<file path="config.mk">
export PLATFORM = sky130hd
export DESIGN_NAME = bus_arbiter
export DESIGN_NICKNAME = d
export VERILOG_FILES = /design/src/rtl/bus_arbiter.sv
export SDC_FILE = /design/constraint.sdc
export NUM_CORES = 1
export LEC_CHECK = 0
export ABC_AREA = 1
export ABC_CLOCK_PERIOD_IN_PS = 1530
export CORE_ASPECT_RATIO = 1.2
export CORE_MARGIN = 3
export CORE_UTILIZATION = 49
export CTS_CLUSTER_SIZE = 28
export DETAILED_ROUTE_END_ITERATION = 8
export PLACE_DENSITY = 0.73
export SLEW_MARGIN = 15
export SYNTH_ARGS = -nofsm -noshare
export SYNTH_HDL_FRONTEND = slang
export SYNTH_SLANG_ARGS = --single-unit
</file>
<file path="constraint.sdc">
create_clock -name clk -period 1.53 [get_ports clk]
set_input_delay 0.2295 -clock clk [delete_from_list [all_inputs] [get_ports clk]]
set_output_delay 0.2295 -clock clk [all_outputs]
set_load 0.02 [all_outputs]
</file>
<file path="src/rtl/bus_arbiter.sv">
// Two-master round-robin bus arbiter with grant hold, timeout release and a 1-cycle REL turnaround.
// Latency: a request sampled at edge N is granted after edge N; release to next grant takes 2 edges.
// Backpressure: none; losing masters must hold req high and win the next contention.
// Optional build macro BUS_ARB_FIXED_PRIORITY_EN: master 1 always wins contention (master 2 may starve).
module bus_arbiter #(
  parameter int TIMEOUT_CYCLES = 255,
  parameter int COUNT_WIDTH    = 8
) (
  input  logic clk,
  input  logic rst,
  input  logic req_m1,
  input  logic req_m2,
  input  logic done,
  output logic gnt_m1,
  output logic gnt_m2,
  output logic master_select,
  output logic bus_busy,
  output logic timeout_err
);

  typedef enum logic [1:0] {
    IDLE = 2'd0,
    GNT1 = 2'd1,
    GNT2 = 2'd2,
    REL  = 2'd3
  } state_t;

  // Hold-counter value on the last permitted grant cycle.
  localparam logic [COUNT_WIDTH-1:0] CNT_LIMIT = COUNT_WIDTH'(TIMEOUT_CYCLES - 1);
  localparam logic [COUNT_WIDTH-1:0] CNT_MAX   = {COUNT_WIDTH{1'b1}};
  localparam logic [COUNT_WIDTH-1:0] CNT_ONE   = COUNT_WIDTH'(1);

  state_t                 state;
  state_t                 state_nxt;
  logic [COUNT_WIDTH-1:0] hold_cnt;
  logic [COUNT_WIDTH-1:0] hold_cnt_nxt;
  logic                   gnt_m1_nxt;
  logic                   gnt_m2_nxt;
  logic                   master_select_nxt;
  logic                   bus_busy_nxt;
  logic                   timeout_err_nxt;
  logic                   pick_m1;
  logic                   own_req;
  logic                   at_limit;

`ifndef BUS_ARB_FIXED_PRIORITY_EN
  // 1 = master 2 held the most recent grant, so master 1 wins the next tie.
  logic                   last_m2;
  logic                   last_m2_nxt;
`endif

  // Arbitration winner when leaving IDLE; only meaningful if some request is high.
`ifdef BUS_ARB_FIXED_PRIORITY_EN
  always_comb begin
    pick_m1 = req_m1;
  end
`else
  always_comb begin
    pick_m1 = req_m1 && (!req_m2 || last_m2);
  end
`endif

  // Release conditions for the current owner.
  always_comb begin
    own_req  = (state == GNT1) ? req_m1 : req_m2;
    at_limit = (hold_cnt == CNT_LIMIT);
  end

  // Next-state and next-output decode; every output is registered below.
  always_comb begin
    state_nxt         = state;
    hold_cnt_nxt      = hold_cnt;
    gnt_m1_nxt        = 1'b0;
    gnt_m2_nxt        = 1'b0;
    bus_busy_nxt      = 1'b0;
    timeout_err_nxt   = 1'b0;
    master_select_nxt = master_select;
`ifndef BUS_ARB_FIXED_PRIORITY_EN
    last_m2_nxt       = last_m2;
`endif
    case (state)
      IDLE: begin
        if (req_m1 || req_m2) begin
          hold_cnt_nxt = '0;
          bus_busy_nxt = 1'b1;
          if (pick_m1) begin
            state_nxt         = GNT1;
            gnt_m1_nxt        = 1'b1;
            master_select_nxt = 1'b1;
`ifndef BUS_ARB_FIXED_PRIORITY_EN
            last_m2_nxt       = 1'b0;
`endif
          end else begin
            state_nxt         = GNT2;
            gnt_m2_nxt        = 1'b1;
            master_select_nxt = 1'b0;
`ifndef BUS_ARB_FIXED_PRIORITY_EN
            last_m2_nxt       = 1'b1;
`endif
          end
        end
      end
      GNT1, GNT2: begin
        if (done || !own_req || at_limit) begin
          // done takes precedence: a completed transaction is never flagged as a timeout.
          state_nxt       = REL;
          timeout_err_nxt = at_limit && !done;
        end else begin
          gnt_m1_nxt   = (state == GNT1);
          gnt_m2_nxt   = (state == GNT2);
          bus_busy_nxt = 1'b1;
          if (hold_cnt != CNT_MAX) begin
            hold_cnt_nxt = hold_cnt + CNT_ONE;
          end
        end
      end
      REL: begin
        // One dead cycle so the downstream 2-stage mux/decoder drains before the next owner.
        state_nxt = IDLE;
      end
      default: begin
        state_nxt = IDLE;
      end
    endcase
  end

  // State, counter and registered outputs; reset drops both grants immediately.
  always_ff @(posedge clk or negedge rst) begin
    if (!rst) begin
      state         <= IDLE;
      hold_cnt      <= '0;
      gnt_m1        <= 1'b0;
      gnt_m2        <= 1'b0;
      bus_busy      <= 1'b0;
      timeout_err   <= 1'b0;
      master_select <= 1'b1;
    end else begin
      state         <= state_nxt;
      hold_cnt      <= hold_cnt_nxt;
      gnt_m1        <= gnt_m1_nxt;
      gnt_m2        <= gnt_m2_nxt;
      bus_busy      <= bus_busy_nxt;
      timeout_err   <= timeout_err_nxt;
      master_select <= master_select_nxt;
    end
  end

`ifndef BUS_ARB_FIXED_PRIORITY_EN
  // Round-robin history; reset as if master 2 went last so master 1 wins first.
  always_ff @(posedge clk or negedge rst) begin
    if (!rst) begin
      last_m2 <= 1'b1;
    end else begin
      last_m2 <= last_m2_nxt;
    end
  end
`endif

endmodule

</file>
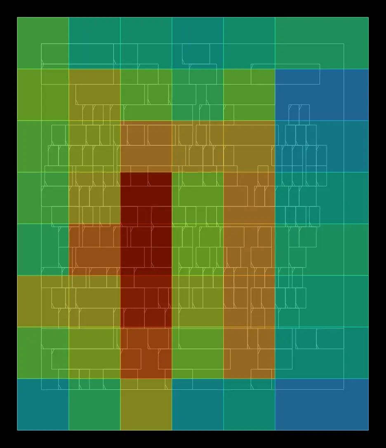
congestion.png
Top Usage Layer GRT: met2
GR met1 Demand/Resource: 22.4%
grt met2 use: 30.7%
Tot GR Track Use: 17.8%
fin util: 68.4%

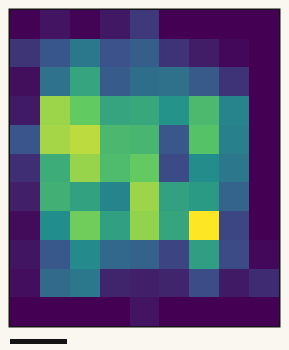
metal_density.png
Bar = 10 µm. The die is cut into 9 by 11 equal tiles; dark purple is low, yellow is high, scaled to the fullest tile. Values are wire area over tile area, all layers added.
The emptiest ninth of the die: north-east. The fullest tile reaches 0.42. 21% of the tiles are nearly empty. 27% of the tiles are over half the peak. The mean over all tiles is 0.13.

==> impl_metrics.yaml <==
# yosys + openroad results
outcome:
  status: "finished, final reports clean"
synth:
  synth.avg_cell_area_um2: 7.32
  netlist_instances: 135
  yosysChipArea_um2: 988
  yosysWarningCount: 0
  syn-cell-area_um2: 988
  synthTopCellsByArea: "dfrtp_1 (35%), nand2_1 (16%), ha_1 (7.6%), nand3_1 (7.1%), nor2_1 (6.5%)"
  ys_async_sr_fraction_pct: 100
  yosys_cells: 135
  top_area_cell: "dfrtp_1"
  top_area_share_pct: 35.4
  ys.flop_type: "dfrtp_1"
  synth-edff-count: 0
  ys_seq_share_pct: 40.8
  ys_ff: 16
  syn_nets: 146
  most_common_cell: "nand2_1"
  common_cells: "nand2_1 (42), nor2_1 (17), dfrtp_1 (14), inv_1 (14), nand3_1 (14)"
  yosysUniqueCellTypes: 20
flow_run:
  warnings: 30
  max_cap_violations: 0
critical_path:
  crit_required_ns: 1.30
  critPathKind: "reg -> out"
  rr_startpoint: "hold_cnt[0]$_DFFE_PN0P_"
  path_max_fanout: 1
  cp_slowest_stage_delay_ns: 0.60
  reg2regPathDepth: 10
  endpoint_kind: "primary output"
  timing.rr.end: "hold_cnt[5]$_DFFE_PN0P_"
  cp-start-kind: "register"
  critPathSlowestCell: "clkdlybuf4s50_1"
  crit_chain: "clkdlybuf4s50_1"
  crit_arrival_ns: 1.25
  cpLargestDelayFamily: "buffers and inverters"
  rrSetupSlack_ns: 0.09
  path_buffers: 1
power_and_ir_drop:
  net-switching-power_w: 0.00109
  p_leak_nw: 0.642
  intPower_w: 0.00142
  pwr-share-seq_pct: 26.6
  powerDensity_nw_per_um2: 1950
  swShare_pct: 43.4
  ir_drop_mv: 1.85
  clkPwrFrac_pct: 11.2
  combPwrFrac_pct: 62.2
  fin_total_pwr_w: 0.00250
detailed_routing:
  wl_mm: 2.19
  vias_per_cell: 5.14
  vias: 935
  ant_nets: 0
  route.detailed.drc: 0
  wl_per_cell_um: 12.0
  drt-initial-drc-count: 20
  first_pass_iters: 6
layout:
  antenna_cells: 0
  synthToLayoutAreaGrowth_pct: 29.6
  fillers: 161
  drive_gt1_share_pct: 25.2
  nets: 175
  instances_no_fill: 182
final_timing:
  drv_slew: 0
  worst_clock_skew_ns: 0.00331
  tightestPinTransition_ns: 0.219
  setup_viol: 0
  fmax_mhz: 677
  hold_viol: 0
  period_needed_ns: 1.48
  slew_headroom_pct: 85.4
  post-route-period-util_pct: 96.6
floorplanning:
  fp_util_pct: 52.8
  die-area_um2: 2590
  die.size.y_um: 55.2
  io_pins: 10
  coreArea_um2: 1870
  num_rows: 17
  die_w_um: 47
clocking:
  insertion_delay_ns: 0.29
  cts_tree: "yes"
  cts_buffer_depth: 2
  cts_made_buffers: 3
  path_clk_slew_ns: 0.09
  cts-htree-levels: 1
  root_buffer: "clkbuf_4"
  clkSinkCount: 16
min_path:
  hold_path_class: "in -> async"
placed_design:
  hpwl_mm: 1.63
  gp_congestion: 0.809
  place_inst: 172
  io_buffers: 9
global_route:
  grt-ovfl-total: 0
  antenna_found_initial: 0
  grt_pass1_vias: 836
  grt_start_max_net_pins: 17
  grt_pass1_wl_mm: 3.43
## power groups by stage
stage	registers, W	logic, W	clock network (W)
2_1_floorplan	0.000699	0.000799	0
3_3_place_gp	0.000656	0.00128	0
3_5_place_dp	0.000660	0.00132	0
4_1_cts	0.000651	0.00132	0.000293
5_1_grt	0.000682	0.00173	0.000303
6_report	0.000665	0.00156	0.000281
## registers in the layout, summed over array words and instances, names as in the netlist
name	count
bus_busy	1
gnt_m1	1
gnt_m2	1
hold_cnt	8
last_m2	1
master_select	1
state	2
timeout_err	1
## final cells by class
type                            count  area [µm²]  share of cell area (%)
Multi-Input combinational cell    102         543                    42.4
Sequential cell                    16         405                    31.6
Timing Repair Buffer               26         216                    16.9
Inverter                           15        56.3                    4.39
Clock buffer                        4        36.3                    2.83
Tap cell                           19        23.8                    1.86
## per-stage QoR
step	setup slack, ns	utilization (%)	hold WS (ns)	cell area (µm²)	TNS, ns
global route	-0.0248	68.4	0.260	1280	-0.0864
detailed placement	-0.0934	62.3	0.470	1170	-0.699
finish	0.0521	68.4	0.248	1280	0
global placement	-0.00294	62.3	0.451	1170	-0.00410
floorplan	0.00751	-	-0.0661	988	0
CTS	0.0204	64.3	0.248	1200	0
## worst max path at each step
stage | end | depth (start not counted) | start | slack (ns)
floorplan | hold_cnt[4]$_DFFE_PN0P_ | 10 | state[0]$_DFFE_PN0P_ | 0.008
global placement | hold_cnt[0]$_DFFE_PN0P_ | 8 | req_m2 | -0.003
detailed placement | hold_cnt[5]$_DFFE_PN0P_ | 8 | req_m2 | -0.09
CTS | hold_cnt[5]$_DFFE_PN0P_ | 9 | state[0]$_DFFE_PN0P_ | 0.02
global route | state[1]$_DFFE_PN0P_ | 7 | state[0]$_DFFE_PN0P_ | -0.02
finish | timeout_err | 1 | timeout_err$_DFF_PN0_ | 0.05
## cells by family (layout without fill, tap and decap cells)
family	count (synthesis)	count (layout)	share of synthesized area, %
AOI/OAI and AO/OA	12	12	6.08
xor gates and xnor gates	1	1	0.886
adders and majority gates	6	6	7.59
buffers and inverters	17	45	7.59
DFF	16	16	40.8
and+or+nand+nor	83	83	37.1
## cells in the final DEF (no fill, tap or decap), types with 3 or more instances in the layout
cell type,netlist,final
o21ai_0,4,3
ha_1,6,4
nor2_2,2,5
clkbuf_4,0,3
buf_4,1,17
inv_1,14,11
inv_2,1,4
nand2_1,42,42
clkdlybuf4s50_1,0,8
dfrtp_1,14,12
nor2_1,17,14
nand3_1,14,14
a21oi_1,7,7
## routing by layer
| metal | GRT usage [%] | vias up | share of wire, % |
|---|---|---|---|
| met4 | 4.74 | 0 | 1.1 |
| met1 | 22.4 | 429 | 43 |
| met5 | 0 | - | 0 |
| met2 | 30.7 | 19 | 54 |
| li1 | - | 485 | - |
| met3 | 1.95 | 2 | 2.4 |
## timing repair
item | 4_1_cts | 5_1_grt
pin swaps | 0 | 5
buffers inserted | 0 | 6
hold buffers | 0 | 0
gates resized | 2 | 11
setup endpoints to repair | 9 | 11
Power is estimated from default activity; no workload was simulated.
